## config.mk

```make
export PLATFORM = sky130hd
export DESIGN_NAME = morse_tx
export DESIGN_NICKNAME = d
export VERILOG_FILES = /design/src/rtl/morse_pkg.sv /design/src/rtl/morse_timer.sv /design/src/rtl/morse_tx.sv
export SDC_FILE = /design/constraint.sdc
export NUM_CORES = 1
export LEC_CHECK = 0
export CORE_ASPECT_RATIO = 0.75
export CORE_MARGIN = 2
export CORE_UTILIZATION = 50
export DETAILED_ROUTE_END_ITERATION = 7
export PLACE_DENSITY = 0.75
export SYNTH_ARGS = -nofsm -noshare
export SYNTH_HDL_FRONTEND = slang
export SYNTH_HIERARCHICAL = 1
export SYNTH_SLANG_ARGS = --single-unit
```

## constraint.sdc

```tcl
create_clock -name clk -period 6.5 [get_ports clk]
set_clock_uncertainty 0.2 [all_clocks]
set_input_delay 1.3 -clock clk [delete_from_list [all_inputs] [get_ports clk]]
set_output_delay 1.3 -clock clk [all_outputs]
set_load 0.005 [all_outputs]
```

## src/rtl/morse_pkg.sv

```systemverilog
// -----------------------------------------------------------------------------
// morse_pkg
//   Definitions shared by the Morse transmitter (morse_tx) and receiver
//   (morseio):
//     - morse_state_e : sequencer state encoding (IDLE, MARK, SPACE, CGAP)
//     - DEF_*         : default timing constants in ms, default clock in kHz
//     - TIMER_W       : width of the element timer
//     - morse_start_t : bundle of everything needed to launch one character
//     - ms_to_cyc()   : milliseconds to clock cycles, never less than 1
//     - clamp_len()   : limits an element count to MAX_ELEMS
// -----------------------------------------------------------------------------
package morse_pkg;

    typedef enum logic [1:0] {
        IDLE  = 2'd0,
        MARK  = 2'd1,
        SPACE = 2'd2,
        CGAP  = 2'd3
    } morse_state_e;

    localparam int unsigned DEF_CLK_KHZ     = 10;
    localparam int unsigned DEF_DOT_MS      = 100;
    localparam int unsigned DEF_DASH_MS     = 400;
    localparam int unsigned DEF_GAP_MS      = 100;
    localparam int unsigned DEF_CHAR_GAP_MS = 700;

    localparam int unsigned TIMER_W   = 32;
    localparam int unsigned MAX_ELEMS = 8;

    typedef struct packed {
        morse_state_e         state;
        logic [7:0]           code;
        logic [2:0]           idx;
        logic [TIMER_W-1:0]   load_value;
    } morse_start_t;

    // A zero product (e.g. a 0 ms setting) would make a state last zero
    // cycles, which the sequencer cannot express; force it to one cycle.
    function automatic logic [TIMER_W-1:0] ms_to_cyc(input int unsigned ms,
                                                     input int unsigned khz);
        logic [TIMER_W-1:0] cyc;
        cyc = TIMER_W'(ms * khz);
        if (cyc == '0) begin
            cyc = TIMER_W'(1);
        end
        return cyc;
    endfunction

    function automatic logic [3:0] clamp_len(input logic [3:0] length);
        return (length > 4'(MAX_ELEMS)) ? 4'(MAX_ELEMS) : length;
    endfunction

endpackage

```

## src/rtl/morse_timer.sv

```systemverilog
// -----------------------------------------------------------------------------
// morse_timer
//   Loadable down-counter that times each MARK / SPACE / CGAP interval.
//   Loading N makes expire assert N cycles later (N+1 cycles of the state
//   that loaded it are therefore obtained by loading the duration minus one).
//   The counter stops at zero.
//
//   Ports
//     clk         in   clock, rising edge
//     rst         in   synchronous active-high reset, clears the count
//     load        in   load load_value this cycle (has priority over counting)
//     load_value  in   TIMER_W-bit value to load
//     value       out  current count
//     expire      out  count is zero
// -----------------------------------------------------------------------------
module morse_timer
    import morse_pkg::*;
(
    input  logic               clk,
    input  logic               rst,
    input  logic               load,
    input  logic [TIMER_W-1:0] load_value,
    output logic [TIMER_W-1:0] value,
    output logic               expire
);

    logic [TIMER_W-1:0] value_q;
    logic [TIMER_W-1:0] value_d;

    always_comb begin
        value_d = value_q;
        if (load) begin
            value_d = load_value;
        end else if (value_q != '0) begin
            value_d = value_q - TIMER_W'(1);
        end
    end

    always_ff @(posedge clk) begin
        if (rst) begin
            value_q <= '0;
        end else begin
            value_q <= value_d;
        end
    end

    assign value  = value_q;
    assign expire = (value_q == '0);

endmodule

```

## src/rtl/morse_tx.sv

```systemverilog
// -----------------------------------------------------------------------------
// morse_tx
//   Keys one Morse character at a time onto morseout. A character is a count
//   of elements (in_length, clamped to 8) and a code word (in_code) holding
//   one bit per element, 0 = dot, 1 = dash, sent MSB-first starting at bit
//   length-1. Each mark is followed by an inter-element space, except the
//   last, which is followed by the character gap; done pulses on the last
//   gap cycle. A length of 0 sends only the character gap (word space).
//
//   Optional build macro MORSE_TX_SKID_EN: adds a one-entry holding register
//   so the next character can be accepted while one is being sent, and
//   chains characters back-to-back with no idle cycle between them.
//
//   Parameters
//     CLK_KHZ, DOT_MS, DASH_MS, GAP_MS, CHAR_GAP_MS  timing, see morse_pkg
//
//   Ports
//     clk        in   clock, rising edge
//     rst        in   synchronous active-high reset, aborts any character
//     in_valid   in   character offered
//     in_ready   out  character can be accepted this cycle
//     in_length  in   element count 0..15 (values above 8 treated as 8)
//     in_code    in   element bits, first at in_length-1, last at bit 0
//     morseout   out  keyed line, 1 = mark
//     busy       out  sequencer not idle
//     done       out  one-cycle pulse at the end of each character gap
// -----------------------------------------------------------------------------
module morse_tx
    import morse_pkg::*;
#(
    parameter int unsigned CLK_KHZ     = DEF_CLK_KHZ,
    parameter int unsigned DOT_MS      = DEF_DOT_MS,
    parameter int unsigned DASH_MS     = DEF_DASH_MS,
    parameter int unsigned GAP_MS      = DEF_GAP_MS,
    parameter int unsigned CHAR_GAP_MS = DEF_CHAR_GAP_MS
) (
    input  logic       clk,
    input  logic       rst,
    input  logic       in_valid,
    output logic       in_ready,
    input  logic [3:0] in_length,
    input  logic [7:0] in_code,
    output logic       morseout,
    output logic       busy,
    output logic       done
);

    localparam logic [TIMER_W-1:0] DOT_CYC      = ms_to_cyc(DOT_MS, CLK_KHZ);
    localparam logic [TIMER_W-1:0] DASH_CYC     = ms_to_cyc(DASH_MS, CLK_KHZ);
    localparam logic [TIMER_W-1:0] GAP_CYC      = ms_to_cyc(GAP_MS, CLK_KHZ);
    localparam logic [TIMER_W-1:0] CHAR_GAP_CYC = ms_to_cyc(CHAR_GAP_MS, CLK_KHZ);

    // The timer expires N cycles after a load of N, and the loading cycle is
    // the last cycle of the previous state, so each interval loads length-1.
    localparam logic [TIMER_W-1:0] ONE         = TIMER_W'(1);
    localparam logic [TIMER_W-1:0] DOT_LD      = DOT_CYC - ONE;
    localparam logic [TIMER_W-1:0] DASH_LD     = DASH_CYC - ONE;
    localparam logic [TIMER_W-1:0] GAP_LD      = GAP_CYC - ONE;
    localparam logic [TIMER_W-1:0] CHAR_GAP_LD = CHAR_GAP_CYC - ONE;

    function automatic logic [TIMER_W-1:0] mark_load(input logic is_dash);
        return is_dash ? DASH_LD : DOT_LD;
    endfunction

    // Bits at or above the clamped length are zeroed so they can never be
    // selected later.
    function automatic morse_start_t start_char(input logic [3:0] length,
                                                 input logic [7:0] code);
        morse_start_t s;
        logic [3:0]   len_c;
        logic [7:0]   mask;
        len_c = clamp_len(length);
        mask  = 8'((9'd1 << len_c) - 9'd1);
        s.code = code & mask;
        if (len_c == 4'd0) begin
            s.state      = CGAP;
            s.idx        = 3'd0;
            s.load_value = CHAR_GAP_LD;
        end else begin
            s.state      = MARK;
            s.idx        = 3'(len_c - 4'd1);
            s.load_value = mark_load(s.code[s.idx]);
        end
        return s;
    endfunction

    morse_state_e       state_q, state_d;
    logic [7:0]         code_q, code_d;
    logic [2:0]         idx_q, idx_d;

    logic               tmr_load;
    logic [TIMER_W-1:0] tmr_load_value;
    logic [TIMER_W-1:0] tmr_value;
    logic               tmr_expire;
    logic               tmr_value_unused;

    logic               accept;
    logic               char_end;
    logic               start_go;
    morse_start_t       start_in;
    morse_start_t       start_sel;

`ifdef MORSE_TX_SKID_EN
    logic               hold_valid_q, hold_valid_d;
    logic [3:0]         hold_length_q, hold_length_d;
    logic [7:0]         hold_code_q, hold_code_d;
    logic               take_hold;
    logic               take_in;
    morse_start_t       start_hold;
`endif

    morse_timer u_timer (
        .clk        (clk),
        .rst        (rst),
        .load       (tmr_load),
        .load_value (tmr_load_value),
        .value      (tmr_value),
        .expire     (tmr_expire)
    );

    // The sequencer only needs the expire flag; the count stays visible on
    // the timer for debug.
    assign tmr_value_unused = |tmr_value;

    assign accept   = in_valid && in_ready;
    assign char_end = (state_q == CGAP) && tmr_expire;
    assign start_in = start_char(in_length, in_code);

`ifdef MORSE_TX_SKID_EN
    // A held character always wins over the input port; a new character can
    // then refill the holding register in the same cycle.
    assign start_hold = start_char(hold_length_q, hold_code_q);
    assign take_hold  = hold_valid_q && ((state_q == IDLE) || char_end);
    assign in_ready   = !hold_valid_q || take_hold;
    assign take_in    = accept && !take_hold && ((state_q == IDLE) || char_end);
    assign start_go   = take_hold || take_in;
    assign start_sel  = take_hold ? start_hold : start_in;

    always_comb begin
        hold_valid_d  = hold_valid_q && !take_hold;
        hold_length_d = hold_length_q;
        hold_code_d   = hold_code_q;
        if (accept && !take_in) begin
            hold_valid_d  = 1'b1;
            hold_length_d = in_length;
            hold_code_d   = in_code;
        end
    end

    always_ff @(posedge clk) begin
        if (rst) begin
            hold_valid_q  <= 1'b0;
            hold_length_q <= 4'd0;
            hold_code_q   <= 8'd0;
        end else begin
            hold_valid_q  <= hold_valid_d;
            hold_length_q <= hold_length_d;
            hold_code_q   <= hold_code_d;
        end
    end
`else
    // in_ready is only high in IDLE, so an accept always starts a character.
    assign in_ready  = (state_q == IDLE);
    assign start_go  = accept;
    assign start_sel = start_in;
`endif

    always_comb begin
        state_d        = state_q;
        code_d         = code_q;
        idx_d          = idx_q;
        tmr_load       = 1'b0;
        tmr_load_value = '0;

        case (state_q)
            IDLE: begin
            end
            MARK: begin
                if (tmr_expire) begin
                    tmr_load = 1'b1;
                    if (idx_q != 3'd0) begin
                        state_d        = SPACE;
                        tmr_load_value = GAP_LD;
                    end else begin
                        state_d        = CGAP;
                        tmr_load_value = CHAR_GAP_LD;
                    end
                end
            end
            SPACE: begin
                if (tmr_expire) begin
                    state_d        = MARK;
                    idx_d          = idx_q - 3'd1;
                    tmr_load       = 1'b1;
                    tmr_load_value = mark_load(code_q[idx_q - 3'd1]);
                end
            end
            CGAP: begin
                if (tmr_expire) begin
                    state_d = IDLE;
                    code_d  = 8'd0;
                    idx_d   = 3'd0;
                end
            end
            default: begin
                state_d = IDLE;
            end
        endcase

        // Launching a character overrides the return to IDLE at the end of
        // a character gap, giving back-to-back characters.
        if (start_go) begin
            state_d        = start_sel.state;
            code_d         = start_sel.code;
            idx_d          = start_sel.idx;
            tmr_load       = 1'b1;
            tmr_load_value = start_sel.load_value;
        end
    end

    always_ff @(posedge clk) begin
        if (rst) begin
            state_q <= IDLE;
            code_q  <= 8'd0;
            idx_q   <= 3'd0;
        end else begin
            state_q <= state_d;
            code_q  <= code_d;
            idx_q   <= idx_d;
        end
    end

    assign morseout = (state_q == MARK);
    assign busy     = (state_q != IDLE);
    assign done     = char_end;

endmodule

```

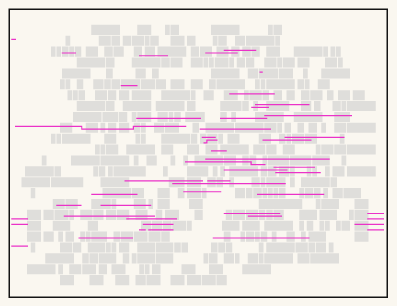
Figure 1: run 1, met3 routing.
(4 px per µm)
wire length on this layer: 543 µm
nets with wire on the layer: 39
main direction: horizontal
met3 capacity usage during global routing: 0.0557
Total Routed Length: 7240 µm
detailed-route via count: 2771

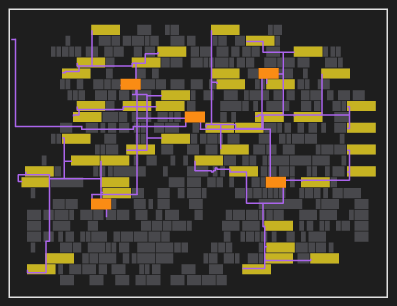
Figure 2: run 1, clock distribution.
(4 px per µm)
[flip-flops] yellow | count: 45
[clock drivers] orange | count: 5
[clock wires] purple | length: 593 µm
flops lie: all over the die
routed clock nets: 6

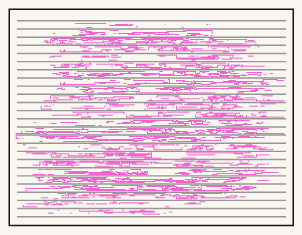
Figure 3: run 1, M1 wires.
(3 px per µm) Supply wires on this layer in gray.
wire length on this layer: 3650 µm
nets with wire on the layer: 390
main direction: horizontal
met1 demand-to-capacity share in global routing: 0.371

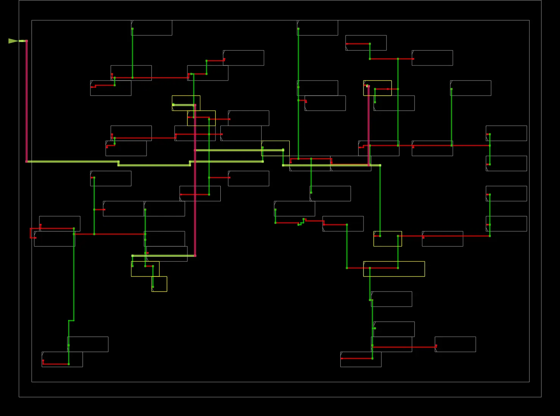
Figure 4: run 1, clock wiring as the flow saved it.
Clock net power: 0.226 mW
number of buffers added by the clock tree synthesis step: 5
total number of sequential cells: 45

==> run notes, run 1 <==
Flow results are below.

- Per the detailed placement report, the placed cell area equals 3320 µm².
- The final core utilization is 0.587, for reference.
- The sum of overflow across all layers after global routing is 0, for reference.
- In this run the tools logged warnings totalling 34.
- The class of the tightest hold or removal check is reg -> reg, for reference.
- The number of placed instances, taps included, is 464.
- The synthesis report lists the most area-consuming cells as dfxtp_1 30%, ha_1 5.7%, xnor2_1 4.9%.
- The row count is 24, for reference.
- The number of cells traversed by the worst hold path is 2, for reference.
- The worst hold margin is 0.261 ns, for reference.
- In the floorplan report the effective utilization is 0.521.
- The maximum number of buffers from clock root to sink is 2, for reference.
- The area fraction of the dominant cell type after synthesis is 0.296, for reference.
- The post-synthesis share of cell area spent on and, or, nand and nor gates is 0.273, for reference.
- The floorplan report gives the top-level pin count as 19.
- The longest incremental delay of any stage on the critical path is reported as 0.82 ns.
- The area growth from synthesis to layout is 12.8%, for reference.
- The kind of cell adding the most delay to the critical path is simple AND/OR/NAND/NOR gates, for reference.
- The required time of the critical path is 5.00 ns, for reference.
- The cell area after layout is 3440 µm², for reference.
- The summed instance area of the synthesized netlist is 3050 µm², for reference.
- For this block, the initial DRC count from the detailed router was 191.
- By instance count after routing, the leading logic cell types are 45 x dfxtp_1, 35 x nand2_1, 30 x nor2_1, 19 x conb_1, 18 x clkdlybuf4s50_1.
- The vertical die dimension is 71.6 µm, for reference.
- The aoi/oai-family share of the synthesized area is 0.220, for reference.
- The placed wire-length estimate after detailed placement is 5150 µm, for reference.
- The highest supply drop recorded on VDD is 0.137 mV.
- Measured against the total synthesized area, the mux share comes to 0.0213.
- The average instance in the mapped netlist occupies 8.35 µm².
- Across all setup checks in the final design, the least slack found is 1.45 ns.
- The flow ran to the end, and the final reports show no timing, DRC or antenna violations.
- The setup slack on the worst flop-to-flop path is 1.82 ns, for reference.
- Per the summary, power density relative to cell area is 425 nW/µm².
- The count of non-filler cells in the finished layout is 472, for reference.
- The wire length of the first global-routing pass is 12300 µm, for reference.
- The worst path arrival time is 3.55 ns, for reference.
- The critical path depth is 6, for reference.
- The worst-case headroom to the max-slew limit is 0.436, for reference.
- Measured along the x axis, the die boundary spans 94.2 µm.
- The count of synthesis-stage warnings from yosys is 6, for reference.
- The number of global-route vias before repair is 2435, for reference.
- The area figure in the yosys stat output is 3050 µm², for reference.
- The critical path capture point type is a primary output, for reference.
- The chip occupies 6740 µm².
- The top fanout value on the critical path is 14, for reference.
- The final tally of setup violations is 0, for reference.
- OpenSTA, run right after detailed placement, puts the worst setup slack at 1.25 ns.
- The total inserted antenna cells is 0, for reference.
- The completed layout was analyzed and its total power is 1.46 mW.
- Of the available clock period, the critical path in the final layout requires 0.777.
- Per the timing report, the most critical flop-to-flop path finishes at u_timer/value[26].
- In the synthesized netlist, the dominant kind of combinational cell is simple AND/OR/NAND/NOR gates.
- STA lists the startpoint of the worst register-to-register path as u_timer/value[5].
- The total negative setup slack is 0 ns, for reference.
- Counting endpoints that fail hold in the final report gives 0.
- Port buffering added 18 buffers.
-- run 1: routing by layer --
metal	vias up	part of all wire	GRT usage
li1	1374	-	-
met5	-	0	0
met4	0	0.0087	0.0548
met2	96	0.41	0.304
met3	7	0.075	0.0557
met1	1294	0.50	0.371
-- run 1: cells in the mapped netlist, types with 2 or more instances --
cell and number:
xnor2_1 17, inv_1 16, buf_2 2, nor4_1 13, nand3_1 10, o211ai_1 3
o21ai_1 2, nor2b_1 3, or4_4 2, dfxtp_1 45, a311oi_1 4, xor2_1 9
nand2b_1 9, or2_2 3, mux4_2 2, clkbuf_1 13, a32oi_1 5, and4_1 2
o211a_1 13, mux2i_1 2, a211oi_1 3, nor2_1 30, ha_1 14, o21ai_2 10
nor3_1 13, o21ai_0 10, a311o_1 2, or4_1 9, nand3b_1 3, nand4_1 3
nor3b_1 3, or3_1 8, a21oi_1 14, and2_1 3, o31ai_1 4, nand2_1 35
a221oi_2 2
-- run 1: cell type report --
type | count | area, µm² | share of cell area
Multi-Input combinational cell | 303 | 2040 | 0.594
Sequential cell | 45 | 901 | 0.262
Timing Repair Buffer | 21 | 203 | 0.0590
Tap cell | 78 | 97.6 | 0.0284
Clock buffer | 6 | 82.6 | 0.0240
Inverter | 17 | 76.3 | 0.0222
Clock inverter | 2 | 37.5 | 0.0109
-- run 1: state kept, by name (all words and copies together) (netlist names) --
name and count:
state_q 2, u_timer/value 32, code_q 8, idx_q 3
-- run 1: report_power, final --
part | switching, mW | internal, mW
clock network | 0.101 | 0.125
logic | 0.447 | 0.317
registers | 0.0984 | 0.371
total | 0.647 | 0.814
-- run 1: worst register-to-register path: cells and delay by family, from the launching register on --
family / cells / cell delay [ns]
AOI/OAI and AO/OA: 2 / 0.71
buffers and inverters: 3 / 0.55
DFF: 1 / 0.37
and+or+nand+nor: 5 / 2.79
## Run 2: what changed since run 1
==> constraint.sdc (replaced) <==
create_clock -name clk -period 5.1 [get_ports clk]
set_clock_uncertainty 0.2 [all_clocks]
set_input_delay 1.02 -clock clk [delete_from_list [all_inputs] [get_ports clk]]
set_output_delay 1.02 -clock clk [all_outputs]
set_load 0.005 [all_outputs]
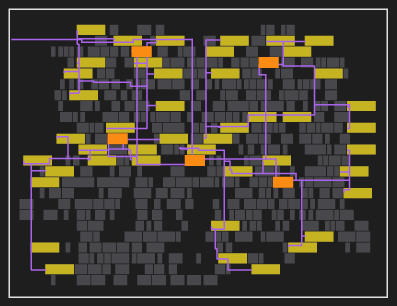
Figure 5: run 2, clock distribution.
(4 px per µm)
[flip-flops] yellow | count: 45
[clock wires] purple | length: 619 µm
[clock drivers] orange | count: 5
routed clock nets: 6

==> run 2 against run 1 <==
Final cell count rose by 1.1%. Die area unchanged. Sequential share of layout area fell by 0.14 points. Sequential cell count is the same. Total power rose by 28%. Final area grew 0.55%. Worst hold slack worse by 0.0019 ns. Worst setup slack got worse by 0.84 ns. Critical path type unchanged. Largest power group unchanged. Highest routed layer unchanged.
==> run notes, run 2 <==
Flow results are below.

- The power report attributes to the clock group a share of 0.133.
- The power of the combinational group is 1.02 mW, for reference.
- Yosys reports that the most numerous cell types are 45 x dfxtp_1, 35 x nand2_1, 30 x nor2_1, 17 x xnor2_1, 16 x inv_1.
- Leaving out the clock tree, the finished layout contains a buffer count of 26.
- IR analysis of the VDD net gives a maximum drop of 0.216 mV.
- The fraction of final cell area spent on clock buffers and inverters in this run is 0.0293.
- During synthesis, Yosys emitted a total of 6 warnings.
- The mean instance size in the synthesized netlist is 8.35 µm², for reference.
- The count of non-filler cells in the finished layout is 477, for reference.
- The required time of the critical path is 3.88 ns, for reference.
- The floorplan die area is 6740 µm², for reference.
- The power report attributes to the sequential group a share of 0.321.
- 0 antenna diodes ended up in the layout.
- Per report_power, the Clock row totals 0.249 mW.
- The power per unit of standard cell area is 540 nW/µm², for reference.
- STA classifies the critical path endpoint as a primary output.
- The number of warnings in the stage logs is 34, for reference.
- Of all nets on the critical path, the largest fanout is 14.
- 19 I/O pins were placed.
- For this design the total switching power over the nets is 0.837 mW.
- The cell count after placement is 469, for reference.
- The flip-flop count of the largest register after layout is 32, for reference.
- The flow reports power dissipated in sequential cells as 0.600 mW.
- The initial DRC count is 166, for reference.
- In the final layout, excluding clock inverters the inverter count is 17.
- The final layout reports a setup TNS of 0 ns.
- The share of the cycle needed by the critical path after routing is 0.880, for reference.
- After routing the design area is 3460 µm².
- The summed instance area of the synthesized netlist is 3050 µm², for reference.
- The area growth from synthesis to layout is 13.4%, for reference.
- The final count of hold timing violations is 0, for reference.
- The flow inserted 78 tap cells.
- The share of the final layout cell area in multi-input gates is 0.590, for reference.
- Per the skew report, the later register of the worst-skew pair sees a clock latency of 0.31 ns.
- The worst-case headroom to the max-slew limit is 0.468, for reference.
- Switching power as a fraction of the total was reported as 0.448.
- The internal power component is 1.03 mW, for reference.
- The tightest min-delay check is of the reg -> reg type.
- The final layout contains a sequential cell count of 45.
- Summed over all layers, the routed wires come to 7380 µm.
- The count of vias placed by the detailed router is 2788, for reference.
- The last weighted congestion value of the routability-driven placer is 0.950, for reference.
- The vertical die dimension is 71.6 µm, for reference.
- The width of the die is 94.2 µm, for reference.
- The flow ran to the end, and the final reports show no timing, DRC or antenna violations.
- Looking at the area split, the leading class of cells is logic gates.
- The worst register-to-register path has a setup slack of 1.20 ns.
- The area figure in the yosys stat output is 3050 µm², for reference.
- The dominant power group is combinational logic, for reference.
- Buffers placed on the I/O ports in this run total 18.
- The number of multi-input combinational cells in the layout is 303.
- The arrival time of data at the worst endpoint is listed as 3.27 ns.
- Across the whole layout, storage elements account for 901 µm².
- Note, the detailed placer reported a final HPWL of 5450 µm.
- The placement stage leaves a total instance area of 3360 µm².
- Counting the clock-network buffers in the layout gives 7.
- Per the layout area report, the sequential fraction of cell area is 0.261.
- The wire length of the first global-routing pass is 12400 µm, for reference.
- The floorplan has 24 rows.
- The number of global-route vias before repair is 2554, for reference.
- The most common logic cells in the final layout are 45 x dfxtp_1, 35 x nand2_1, 30 x nor2_1, 19 x conb_1, 18 x clkdlybuf4s50_1.
- The maximum number of buffers from clock root to sink is 2, for reference.
- The main area contributors are dfxtp_1 30%, ha_1 5.7%, xnor2_1 4.9%.
- The multi-input combinational cells in the finished layout cover a total of 2040 µm².
- Of all the cell area in the finished design, non-clock buffers hold 0.0695.
==> run 2: cell counts after synthesis <==
Identical to the previous run, type by type.
==> run 2: final timing paths <==
check / startpoint / end / depth (start not counted)
setup / recovery: u_timer/value[17] / done / 6
hold / removal: code_q[4] / code_q[4] / 2
setup reg to reg: u_timer/value[17] / u_timer/value[18] / 9
hold reg to reg: code_q[4] / code_q[4] / 2
==> run 2: worst max-delay path, cell delays in order (launching register included) <==
cell             delay [ns]
dfxtp_1                0.36
or4_4                  0.53
or4_1                  0.60
or4_1                  0.66
clkinv_8               0.15
and2_1                 0.16
clkdlybuf4s50_1        0.50
==> run 2: per-stage QoR <==
stage | utilization | hold WS [ns] | setup WS, ns | power (mW)
CTS | 0.590 | 0.265 | 0.595 | 1.86
global route | 0.590 | 0.292 | 0.515 | 2.01
finish | 0.590 | 0.259 | 0.613 | 1.87
global placement | 0.573 | 0.244 | 0.636 | 1.58
detailed placement | 0.573 | 0.250 | 0.610 | 1.60
floorplan | - | 0.229 | 1.32 | 1.35
==> run 2: kinds of logic (layout without fill, tap and decap cells) <==
kind of cell / after synthesis / after routing / synth area share
simple gates: 155 / 155 / 0.273
compound gates: 85 / 85 / 0.220
buf+inv: 35 / 51 / 0.0571
xor+xnor: 26 / 26 / 0.0747
mux: 4 / 4 / 0.0213
other cells: 1 / 19 / 0.00123
flops: 45 / 45 / 0.296
fa+ha+maj: 14 / 14 / 0.0575
==> run 2: layer usage <==
| layer | share of wire | track usage | vias to the layer above |
|---|---|---|---|
| met1 | 0.50 | 0.360 | 1308 |
| met4 | 0.012 | 0.0805 | 0 |
| met3 | 0.071 | 0.0494 | 8 |
| li1 | - | - | 1386 |
| met5 | 0 | 0 | - |
| met2 | 0.41 | 0.325 | 86 |
## Run 3: what changed since run 2
--- a/config.mk
+++ b/config.mk
@@ -9,8 +9,7 @@
 export CORE_MARGIN = 2
 export CORE_UTILIZATION = 50
 export DETAILED_ROUTE_END_ITERATION = 7
-export PLACE_DENSITY = 0.75
+export PLACE_DENSITY = 0.78
 export SYNTH_ARGS = -nofsm -noshare
 export SYNTH_HDL_FRONTEND = slang
-export SYNTH_HIERARCHICAL = 1
 export SYNTH_SLANG_ARGS = --single-unit
==> constraint.sdc (replaced) <==
create_clock -name clk -period 3.99 [get_ports clk]
set_clock_uncertainty 0.2 [all_clocks]
set_input_delay 0.798 -clock clk [delete_from_list [all_inputs] [get_ports clk]]
set_output_delay 0.798 -clock clk [all_outputs]
set_load 0.005 [all_outputs]
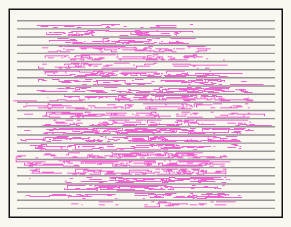
Figure 6: run 3, M1 wires.
(3 px per µm) Supply wires on this layer in gray.
detailed-route via count: 2513
Total Routed Length: 6750 µm

==> run 3 against run 2 <==
Clock power rose by 16%. Sequential cell count did not move. Total power fell by 0.53%. Largest cell class unchanged.
==> run notes, run 3 <==
Flow results are below.

- The switching power share of the total is 0.430, for reference.
- The final critical delay including setup and external delays is 3.78 ns, for reference.
- The share of the cycle needed by the critical path after routing is 0.949, for reference.
- The run reported a max-capacitance violation count of 0.
- The row count is 23, for reference.
- Endpoints with negative setup slack in the final report add up to 0.
- In this run, post-CTS hold repair placed 0 buffers.
- Of the cells placed in the final design, the portion with a size suffix greater than 1 is 0.100.
- The maximum number of buffers from clock root to sink is 2, for reference.
- The mean instance size in the synthesized netlist is 8.32 µm², for reference.
- The number of warnings in the stage logs is 34, for reference.
- Ranked by total cell area, the synthesized netlist is headed by dfxtp_1 32%, nor2_1 7.0%, ha_1 6.2%.
- The worst-case headroom to the max-slew limit is 0.493, for reference.
- Internal power comes to 1.06 mW.
- The dominant cell by count in the synthesized netlist is nor2_1, for reference.
- The worst hold margin is 0.268 ns, for reference.
- The vertical die dimension is 68.9 µm, for reference.
- Looking at the setup timing report, the critical path kind is reg -> out.
- The share of total power dissipated in combinational logic is 0.509.
- During synthesis, Yosys emitted a total of 0 warnings.
- The summed instance area of the synthesized netlist is 2800 µm², for reference.
- In this run, the synthesized area fraction spent on AND-OR/OR-AND gates is recorded as 0.171.
- The total inserted antenna cells is 0, for reference.
- The power per unit of standard cell area is 584 nW/µm², for reference.
- The power consumption is 1.86 mW, for reference.
- The placed wire-length estimate after detailed placement is 5030 µm, for reference.
- The mean number of vias per cell is 5.79, for reference.
- The final timing report lists a hold violation count of 0.
- The power share of the clock group is 0.156, for reference.
- Per the Yosys statistics, synthesis produced 337 cells.
- The worst setup path is captured at a primary output.
- The post-synthesis share of cell area spent on and, or, nand and nor gates is 0.280, for reference.
- From synthesis to final layout, the design area changed by 13.6%.
- The wire length of the first global-routing pass is 11300 µm, for reference.
- By instance count after routing, the leading logic cell types are 52 x nor2_1, 45 x dfxtp_1, 21 x a21oi_1, 20 x nand2_1, 19 x xor2_1.
- At the worst endpoint, the arrival time is 2.79 ns.
- The clock latency reported for the late side of the worst-skew pair is 0.30 ns, for reference.
- By count the netlist is led by 52 x nor2_1, 45 x dfxtp_1, 21 x a21oi_1, 20 x nand2_1, 19 x xor2_1.
- The minimum setup slack in the final design is 0.205 ns, for reference.
- For this design the top-level I/O count stands at 19.
- The share of the synthesized netlist area taken by xor and xnor gates is 0.0875, for reference.
- The count of buffers inserted at the top-level ports is 18, for reference.
- The routed layout reports a DRC error count of 0.
- The number of enable-type register cells in the synthesized netlist is 0, for reference.
- The cell area after layout is 3180 µm², for reference.
- The flow ran to the end, and the final reports show no timing, DRC or antenna violations.
- Yosys shows that the main logic family after synthesis is simple AND/OR/NAND/NOR gates.
- The area figure in the yosys stat output is 2800 µm², for reference.
- Entering global routing, the biggest net connects 24 pins.
- Counting instances, the worst hold path has a depth of 2.
- The post-synth net total is 366, for reference.
- For this configuration, the core starts out at a cell density of 0.521.
- Setup repair after global routing left no endpoint under its margin.
- The share of synthesized cell area in full adder, half adder and majority cells is 0.0625, for reference.
- Of the post-synthesis cell area, the dominant cell type holds 0.321.
- The top fanout value on the critical path is 7, for reference.
- The number of clock buffers added by TritonCTS is 5.
- The final layout reports a setup TNS of 0 ns.
- The pre-CTS worst setup slack is 0.0533 ns, for reference.
- The number of cell instances on the worst register-to-register path is 7, for reference.
- The share of async-settable or async-resettable flops after synthesis is 0, for reference.
- According to the timing report, the data required time at the worst endpoint equals 2.99 ns.
- Note that the worst hold path type here is reg -> reg.
- The floorplan die area is 6230 µm², for reference.
- The number of global-route vias before repair is 2282, for reference.
- The final weighted congestion recorded by global placement is 0.918.
- The placed cell area is 3090 µm², for reference.
- The power share of the sequential group is 0.335, for reference.
- The portion of synthesized area spent on multiplexers is 0.0353.
- The cell type with the largest total area is dfxtp_1, for reference.
- The sum of overflow across all layers after global routing is 0, for reference.
- The initial DRC count is 248, for reference.
- The script extracted a net switching power of 0.799 mW.
- Per the OpenROAD floorplan log, the width of the die is 90.5 µm.
- The register with the most flip-flops in the layout has 32 of them.
- The analysis reports a worst IR drop on VDD of 0.238 mV.
run 3: netlist changes by cell type after synthesis, moves of 5 or more:
cell and delta:
o21ai_0 -5, o211a_1 -12, a21oi_1 +7, nor2_1 +22
nand2_1 -15, xor2_1 +10, xnor2_1 -8, nor4_1 -10
o21ai_2 -9
run 3: final timing paths:
| path | startpoint | end | slack, ns |
|---|---|---|---|
| worst max-delay path | u_timer.value[0] | done | 0.21 |
| worst min-delay path | u_timer.value[22] | u_timer.value[22] | 0.27 |
| worst max register to register | u_timer.value[0] | u_timer.value[17] | 0.86 |
| worst min register to register | u_timer.value[22] | u_timer.value[22] | 0.27 |
run 3: power by group through the flow:
stage / clock network [mW] / logic, mW / registers (mW)
global placement: 0 / 0.912 / 0.626
CTS: 0.295 / 0.938 / 0.622
global route: 0.312 / 1.06 / 0.637
finish: 0.289 / 0.946 / 0.623
detailed placement: 0 / 0.928 / 0.631
floorplan: 0 / 0.734 / 0.611
run 3: per-layer routing:
layer	GRT usage	vias up	share of wire	wire, µm
met1	0.344	1161	0.50	3390
met3	0.0424	5	0.075	507
met5	0	-	0	0
met4	0.0615	0	0.0081	55
li1	-	1260	-	-
met2	0.336	87	0.42	2800
run 3: area by class of cell:
class / count / area [µm²]
sequential: 45 / 901
clock inverter: 3 / 21.3
timing repair buffer: 28 / 255
tap: 75 / 93.8
multi-input combinational: 262 / 1780
clock buffer: 5 / 68.8
fill: 477 / 2200
inverter: 16 / 60.1
run 3: critical path: stages (launching register included):
cell,delay [ns]
dfxtp_1,0.34
inv_1,0.09
ha_1,0.21
or4b_1,0.63
nor4_4,0.31
and3_1,0.25
and2_1,0.16
clkdlybuf4s50_1,0.50
run 3: through the flow:
step,std cells,util
CTS,434,0.592
global placement,426,0.575
global route,434,0.592
finish,434,0.592
floorplan,337,-
detailed placement,426,0.575
Power figures rest on the tool's default switching activity, not on a simulated workload.
